$ cat config.mk
export PLATFORM = sky130hd
export DESIGN_NAME = dmem_arbiter
export DESIGN_NICKNAME = d
export VERILOG_FILES = /design/src/rtl/dmem_arbiter.sv
export SDC_FILE = /design/constraint.sdc
export NUM_CORES = 1
export LEC_CHECK = 0
export CELL_PAD_IN_SITES_DETAIL_PLACEMENT = 1
export CELL_PAD_IN_SITES_GLOBAL_PLACEMENT = 1
export CORE_UTILIZATION = 34
export CTS_BUF_LIST = sky130_fd_sc_hd__clkbuf_2
export CTS_CLUSTER_DIAMETER = 80
export DETAILED_ROUTE_END_ITERATION = 16
export PLACE_DENSITY = 0.95
export SETUP_SLACK_MARGIN = 0.3
export SYNTH_ARGS = -nofsm -noshare
export SYNTH_HDL_FRONTEND = slang
export SYNTH_SLANG_ARGS = --single-unit
$ cat constraint.sdc
create_clock -name clk -period 2.6 [get_ports clk]
set_input_delay 0.52 -clock clk [delete_from_list [all_inputs] [get_ports clk]]
set_output_delay 0.52 -clock clk [all_outputs]
set_load 0.03 [all_outputs]
$ cat src/rtl/dmem_arbiter.sv
// dmem_arbiter: round-robin two-requester access sequencer for the single-ported dmem.
// Define DMEM_ARB_STATS_EN to add saturating grant and conflict counters.
module dmem_arbiter #(
    parameter int ADDR_WIDTH = 9,
    parameter int DATA_WIDTH = 32
) (
    input  logic                  clk,
    input  logic                  reset,
    input  logic                  req0,
    input  logic                  we0,
    input  logic [ADDR_WIDTH-1:0] addr0,
    input  logic [DATA_WIDTH-1:0] wdata0,
    output logic                  gnt0,
    output logic                  rvalid0,
    output logic [DATA_WIDTH-1:0] rdata0,
    input  logic                  req1,
    input  logic                  we1,
    input  logic [ADDR_WIDTH-1:0] addr1,
    input  logic [DATA_WIDTH-1:0] wdata1,
    output logic                  gnt1,
    output logic                  rvalid1,
    output logic [DATA_WIDTH-1:0] rdata1,
`ifdef DMEM_ARB_STATS_EN
    output logic [15:0]           grantCount0,
    output logic [15:0]           grantCount1,
    output logic [15:0]           conflictCount,
`endif
    output logic [ADDR_WIDTH-1:0] memReadAddress,
    output logic [ADDR_WIDTH-1:0] memWriteAddress,
    output logic [DATA_WIDTH-1:0] memWriteData,
    output logic                  memReadWrite,
    input  logic [DATA_WIDTH-1:0] memReadData
);
    typedef enum logic [1:0] {IDLE, ACCESS, RESP} state_t;
    state_t state, state_next;
    logic last_grant, cur_id, cur_we, win1, sel_we;
    logic [ADDR_WIDTH-1:0] sel_addr;
    logic [DATA_WIDTH-1:0] sel_wdata;
    // Requester 1 wins when alone, or on a tie when requester 0 was granted last.
    assign win1 = req1 & (~req0 | ~last_grant);
    assign sel_we = gnt1 ? we1 : we0;
    assign sel_addr = gnt1 ? addr1 : addr0;
    assign sel_wdata = gnt1 ? wdata1 : wdata0;
    always_comb begin
        state_next = state;
        gnt0 = 1'b0;
        gnt1 = 1'b0;
        rvalid0 = 1'b0;
        rvalid1 = 1'b0;
        memReadWrite = 1'b0;
        case (state)
            IDLE: begin
                gnt0 = ~reset & req0 & ~win1;
                gnt1 = ~reset & win1;
                state_next = (req0 | req1) ? ACCESS : IDLE;
            end
            ACCESS: begin
                memReadWrite = ~reset & cur_we;
                state_next = cur_we ? IDLE : RESP;
            end
            RESP: begin
                rvalid0 = ~reset & ~cur_id;
                rvalid1 = ~reset & cur_id;
                state_next = IDLE;
            end
            default: state_next = IDLE;
        endcase
    end
    always_ff @(posedge clk) begin
        if (reset) begin
            state <= IDLE;
            last_grant <= 1'b1;
            cur_id <= 1'b0;
            cur_we <= 1'b0;
            memReadAddress <= '0;
            memWriteAddress <= '0;
            memWriteData <= '0;
            rdata0 <= '0;
            rdata1 <= '0;
        end else begin
            state <= state_next;
            if (gnt0 | gnt1) begin
                cur_id <= gnt1;
                cur_we <= sel_we;
                last_grant <= gnt1;
                if (sel_we) begin
                    memWriteAddress <= sel_addr;
                    memWriteData <= sel_wdata;
                end else begin
                    memReadAddress <= sel_addr;
                end
            end
            if (state == ACCESS && !cur_we && !cur_id) rdata0 <= memReadData;
            if (state == ACCESS && !cur_we && cur_id) rdata1 <= memReadData;
        end
    end
`ifdef DMEM_ARB_STATS_EN
    always_ff @(posedge clk) begin
        if (reset) begin
            grantCount0 <= '0;
            grantCount1 <= '0;
            conflictCount <= '0;
        end else begin
            if (gnt0 && grantCount0 != 16'hFFFF) grantCount0 <= grantCount0 + 16'd1;
            if (gnt1 && grantCount1 != 16'hFFFF) grantCount1 <= grantCount1 + 16'd1;
            if (state == IDLE && req0 && req1 && conflictCount != 16'hFFFF)
                conflictCount <= conflictCount + 16'd1;
        end
    end
`endif
endmodule

**Run 1: wiring by layer**

Scale: 4 px per micron. Two of the layers only.
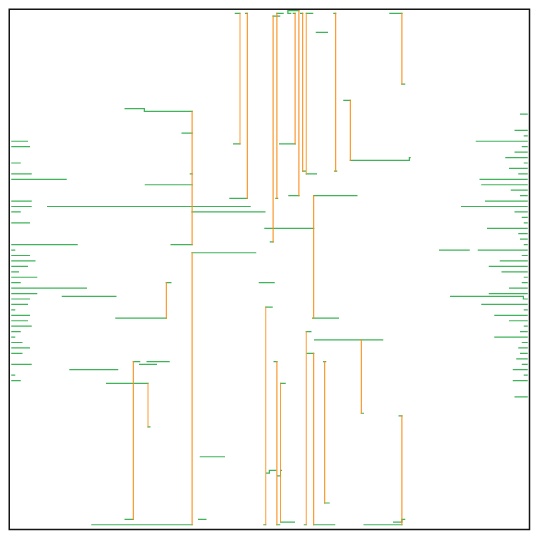
Key: metal 4 = orange [wire length 905 microns]; metal 3 = green [wire length 749 microns]

**Run 1: routing congestion**

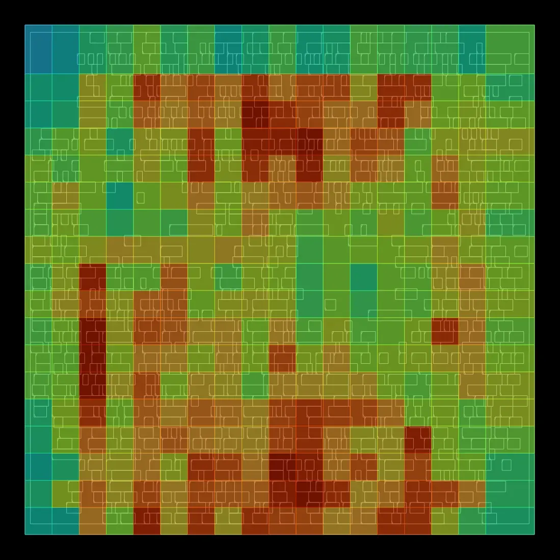
Final Core Density: 0.524
met3 GRT Util: 0.0418

**Run 1: where the registers sit**

Scale: 4 px per micron.
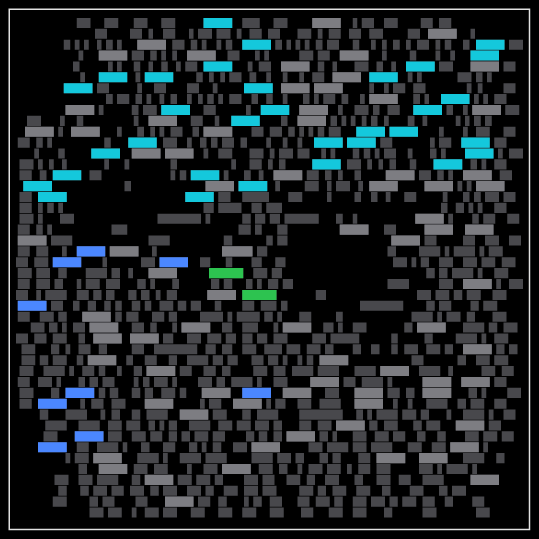
Key: state = green [placed flops 2]; memWriteAddress = blue [placed flops 9]; rdata0 = cyan [placed flops 32, where a horizontal strip, top]
Another 76 sequential cells are not colored.

==> qor.csv, run 1 <==
metric;value;unit
powerDensity;528;nW/um^2
nNetsFinal;985;
clk_share;0.0298;
r2r_cells;6;
slowest_stage;dfxtp_4;
gp_congestion;0.799;
crit_path_end_kind;output port;
drt_wl_total;19.8;mm
core;15900;sq um
worstHoldEndpoint;state[1]$_SDFF_PP0_;
fin_crit_sh;0.886;
cts-resized-gates;137;
synthArstFlopShare;0;
dieHeight;130;microns
avgSynthCellArea;8.71;sq um
fmax;434;MHz
vias;5459;
path_cells;or3_4 -> nor3b_2 -> buf_4;
htree_num_levels;4;
cp-start-kind;flop;
clockRootBuffer;clkbuf_2;
cp.arrival;1.78;ns
endpoint;gnt0;
max-cap-violations;0;
seq_cell_count;119;
synthCells;637;
slew_headroom;0.417;
syn_area;5550;sq um
grt_pass1_wl;30.2;mm
grt_usage;0.237;
drcViolationCount;0;
logic_gate_count;422;
clock-sinks;119;
grt_overflow;0;
tap_cells;216;
port_buffers;238;
post_dp_cell_area;8140;sq um
row_count;46;
area_growth;50.0;%
drive_gt1_frac;0.129;
synth-adder-area-share;0;
bufAreaShareNonClock;0.292;
hpwl;13.9;mm
n_fill_cell;1922;
preCtsSetupSlack;0.0516;ns
ys_area;5550;sq um
cts_buffer_depth;2;
fp_util;0.349;
hold_slack;0.102;ns
numCtsBuffers;17;
wl_per_cell;18.1;microns
num_antenna_cells;1;
largest_cell_class;multi-input combinational cells;
rrSetupSlack;0.55;ns
post-synth-top-count-cell;nand2_1;
synth_top_area_share;0.430;
ant_nets;0;
min_from;reset;
cts_tree;built;
p_leak;3.65;nW
drtPass1Iterations;4;
ys_seq_frac;0.430;
slew_viol_final;0;
cp_top_family;simple AND/OR/NAND/NOR gates;
grt_util_met2;0.420;
p_total;4.39;mW
gr-usage-met1;0.268;
drtIter0Drc;210;
crit_fanout;5;
r2r_start;state[1]$_SDFF_PP0_;
clk_latency;0.69;ns
ys_sh_xor;0;
top_area_cell;dfxtp_1;
cts_setup_buffers;5;
rsz0062_at_grt;true;
cp.buffers_inverters;1;
fin_ws;0.296;ns
synthAoiAreaFrac;0.203;
nonClockBufferCount;262;
simple_gate_share;0.222;
die_area;16800;sq um
syn_nets;757;
clock_skew;0.0213;ns
hold_path.class;in -> reg;
mostFrequentLayoutCell;nand2_1;
crit_type;reg -> out;
netlist-cell-type-count;34;
ys_cells;637;
critPathLaunch;state[1]$_SDFF_PP0_;
ios;239;
cts_hold_buf;0;
grt_pass1_vias;5785;
mux_share;0.0740;
clkbuf_count;17;
tns;0;ns
hold_viol;0;
r2r-end;memReadAddress[7]$_SDFFE_PP0P_;
ir_worst_vdd;0.245;mV
seq_area_frac;0.287;
top_logic_kind;simple AND/OR/NAND/NOR gates;
status;finished, final reports clean;
mi_logic_area;2820;sq um
non_clock_inverter_count;43;
tightest_slew;0.874;ns
dp_cells;1056;
fin_crit;2.30;ns
comb_area_frac;0.339;
cp.depth;3;
slowest_delay;0.40;ns
[run 1: routing by layer]
metal,routed length (microns),vias to the layer above
met3,749,55
met5,0,-
met2,10100,168
li1,-,2621
met4,905,0
met1,8100,2615
[run 1: power by group]
part / internal (mW) / total (mW) / switching [mW] / leakage [nW]
Clock: 0.602 / 1.29 / 0.692 / 0.149
Combinational: 0.468 / 1.10 / 0.636 / 2.53
Sequential: 1.93 / 2.00 / 0.0630 / 0.971
Total: 3.00 / 4.39 / 1.39 / 3.65
[run 1: sequential cells by signal, summed over array words and instances (netlist names)]
register / count
last_grant: 1
memReadAddress: 9
cur_we: 1
cur_id: 1
rdata0: 32
state: 2
rdata1: 32
memWriteAddress: 9
memWriteData: 32
**Run 1: signal wires on met4**

Scale: 4 px per micron. Supply wires on this layer in gray.
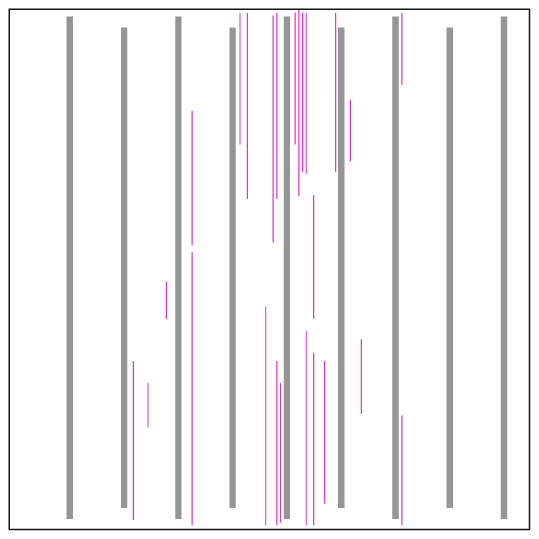

## Run 2: what changed since run 1
--- a/config.mk
+++ b/config.mk
@@ -7,11 +7,12 @@
 export LEC_CHECK = 0
 export CELL_PAD_IN_SITES_DETAIL_PLACEMENT = 1
 export CELL_PAD_IN_SITES_GLOBAL_PLACEMENT = 1
-export CORE_UTILIZATION = 34
+export CORE_UTILIZATION = 40
 export CTS_BUF_LIST = sky130_fd_sc_hd__clkbuf_2
 export CTS_CLUSTER_DIAMETER = 80
 export DETAILED_ROUTE_END_ITERATION = 16
-export PLACE_DENSITY = 0.95
+export DONT_BUFFER_PORTS = 1
+export PLACE_DENSITY = 0.81
 export SETUP_SLACK_MARGIN = 0.3
 export SYNTH_ARGS = -nofsm -noshare
 export SYNTH_HDL_FRONTEND = slang
**Run 2: signal wires on met4**

Scale: 4 px per micron. Supply wires on this layer in gray.
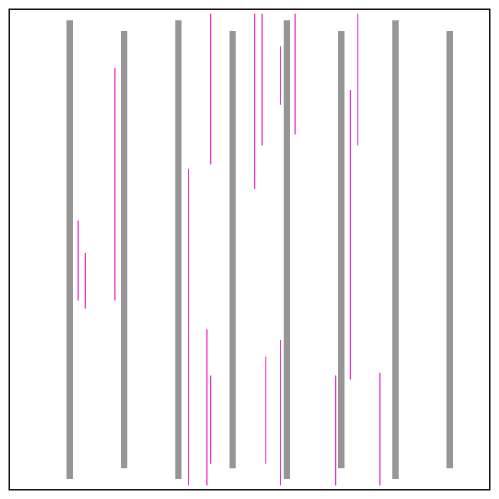
16 nets have wire on it. The longest straight run is 78.9 microns. The wires run mostly vertical. The layer carries 611 microns of wire.

**Run 2: wiring by layer**

Scale: 4 px per micron. Two of the layers only.
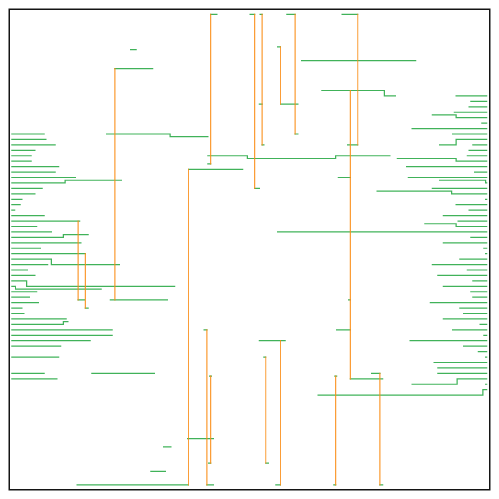
Key: metal 3 = green [wire length 1,330 microns]; metal 4 = orange [wire length 611 microns]

==> run 2 against run 1 <==
Compared with the run above: the run now ends with hold timing left; first-iteration DRC count is 17% lower; largest power group unchanged; global-route usage down 1.0 points; total power down 9.5%; sequential cell count stayed put; cell count down 22%; via count down 14%.
==> qor.csv, run 2 <==
metric;value;unit;change
drive_gt1_frac;0.160;;+0.0315
ys_sh_xor;0;;unchanged
syn_area;5550;sq um;unchanged
comb_area_frac;0.441;;+0.102
n_fill_cell;1595;;-17%
hold_viol;41;;+41
cp.depth;3;;unchanged
ys_cells;637;;unchanged
grt_use_met3;0.0860;;+0.0442
simple_gate_share;0.222;;unchanged
clockRootBuffer;clkbuf_2;;
cts_buffer_depth;2;;unchanged
largest_cell_class;multi-input combinational cells;;
r2r_start;state[0]$_SDFF_PP0_;;
num_antenna_cells;2;;+1
logic_gate_count;422;;unchanged
slowest_stage;dfxtp_4;;
grt_util_met2;0.406;;-0.0135
wl_met3;1.33;mm;+78%
mi_logic_area;2820;sq um;+0.13%
synthAoiAreaFrac;0.203;;unchanged
grt_overflow;0;;unchanged
status;complete, but fails checks;;
hold_slack;-0.105;ns;-0.206 ns
largestRegisters;memWriteData: 32 flops, rdata0: 32 flops, rdata1: 32 flops;;
vias;4707;;-14%
htree_num_levels;4;;unchanged
syn_nets;757;;unchanged
violations;hold timing;;
cts_hold_buf;13;;+13
clock-sinks;119;;unchanged
max-cap-violations;0;;unchanged
synthCells;637;;unchanged
crit_path_end_kind;output port;;
netlist-cell-type-count;34;;unchanged
nNetsFinal;781;;-21%
min_from;reset;;
clk_share;0.0368;;+0.00699
seq_area_frac;0.374;;+0.0863
drcViolationCount;0;;unchanged
cp-start-kind;flop;;
tightest_slew;1.16;ns;+0.282 ns
clock_skew;0.0219;ns;+0.000670 ns
hpwl;11.2;mm;-20%
non_clock_inverter_count;43;;unchanged
post-synth-top-count-cell;nand2_1;;
synthArstFlopShare;0;;unchanged
row_count;42;;-8.7%
slew_viol_final;0;;unchanged
critPathLaunch;state[1]$_SDFF_PP0_;;
ys_area;5550;sq um;unchanged
mux_share;0.0740;;unchanged
cp.arrival;1.79;ns;about the same
hold_path.class;in -> reg;;
avgSynthCellArea;8.71;sq um;unchanged
drtIter0Drc;175;;-17%
fin_crit;2.31;ns;+0.00665 ns
post_dp_cell_area;5680;sq um;-30%
clkbuf_count;21;;+4
gp_congestion;0.795;;-0.60%
powerDensity;622;nW/um^2;+18%
seq_cell_count;119;;unchanged
fmax;433;MHz;-0.29%
==> run 2: cell counts after synthesis <==
Identical to the previous run, type by type.
==> run 2: stage by stage <==
step / hold slack (ns) / setup slack, ns / cells / util / power, mW
final: -0.105 / 0.289 / 851 / 0.477 / 3.98
after global routing: -0.215 / 0.159 / 851 / 0.477 / 4.16
after CTS: -0.194 / 0.196 / 824 / 0.457 / 4.00
after detailed placement: 0.492 / 0.506 / 774 / 0.424 / 2.74
after global placement: 0.484 / 0.648 / 774 / 0.424 / 2.71
after floorplan: 0.457 / 0.387 / 637 / - / 2.66
==> run 2: power breakdown <==
group          switching (mW)  internal (mW)  total, mW  leakage, nW
registers               0.284           1.93       2.22        0.971
logic                   0.289          0.242      0.532         1.36
clock network           0.691          0.539       1.23        0.153
total                    1.26           2.71       3.98         2.48
No activity file was given, so power comes from the tool's default toggle rates.
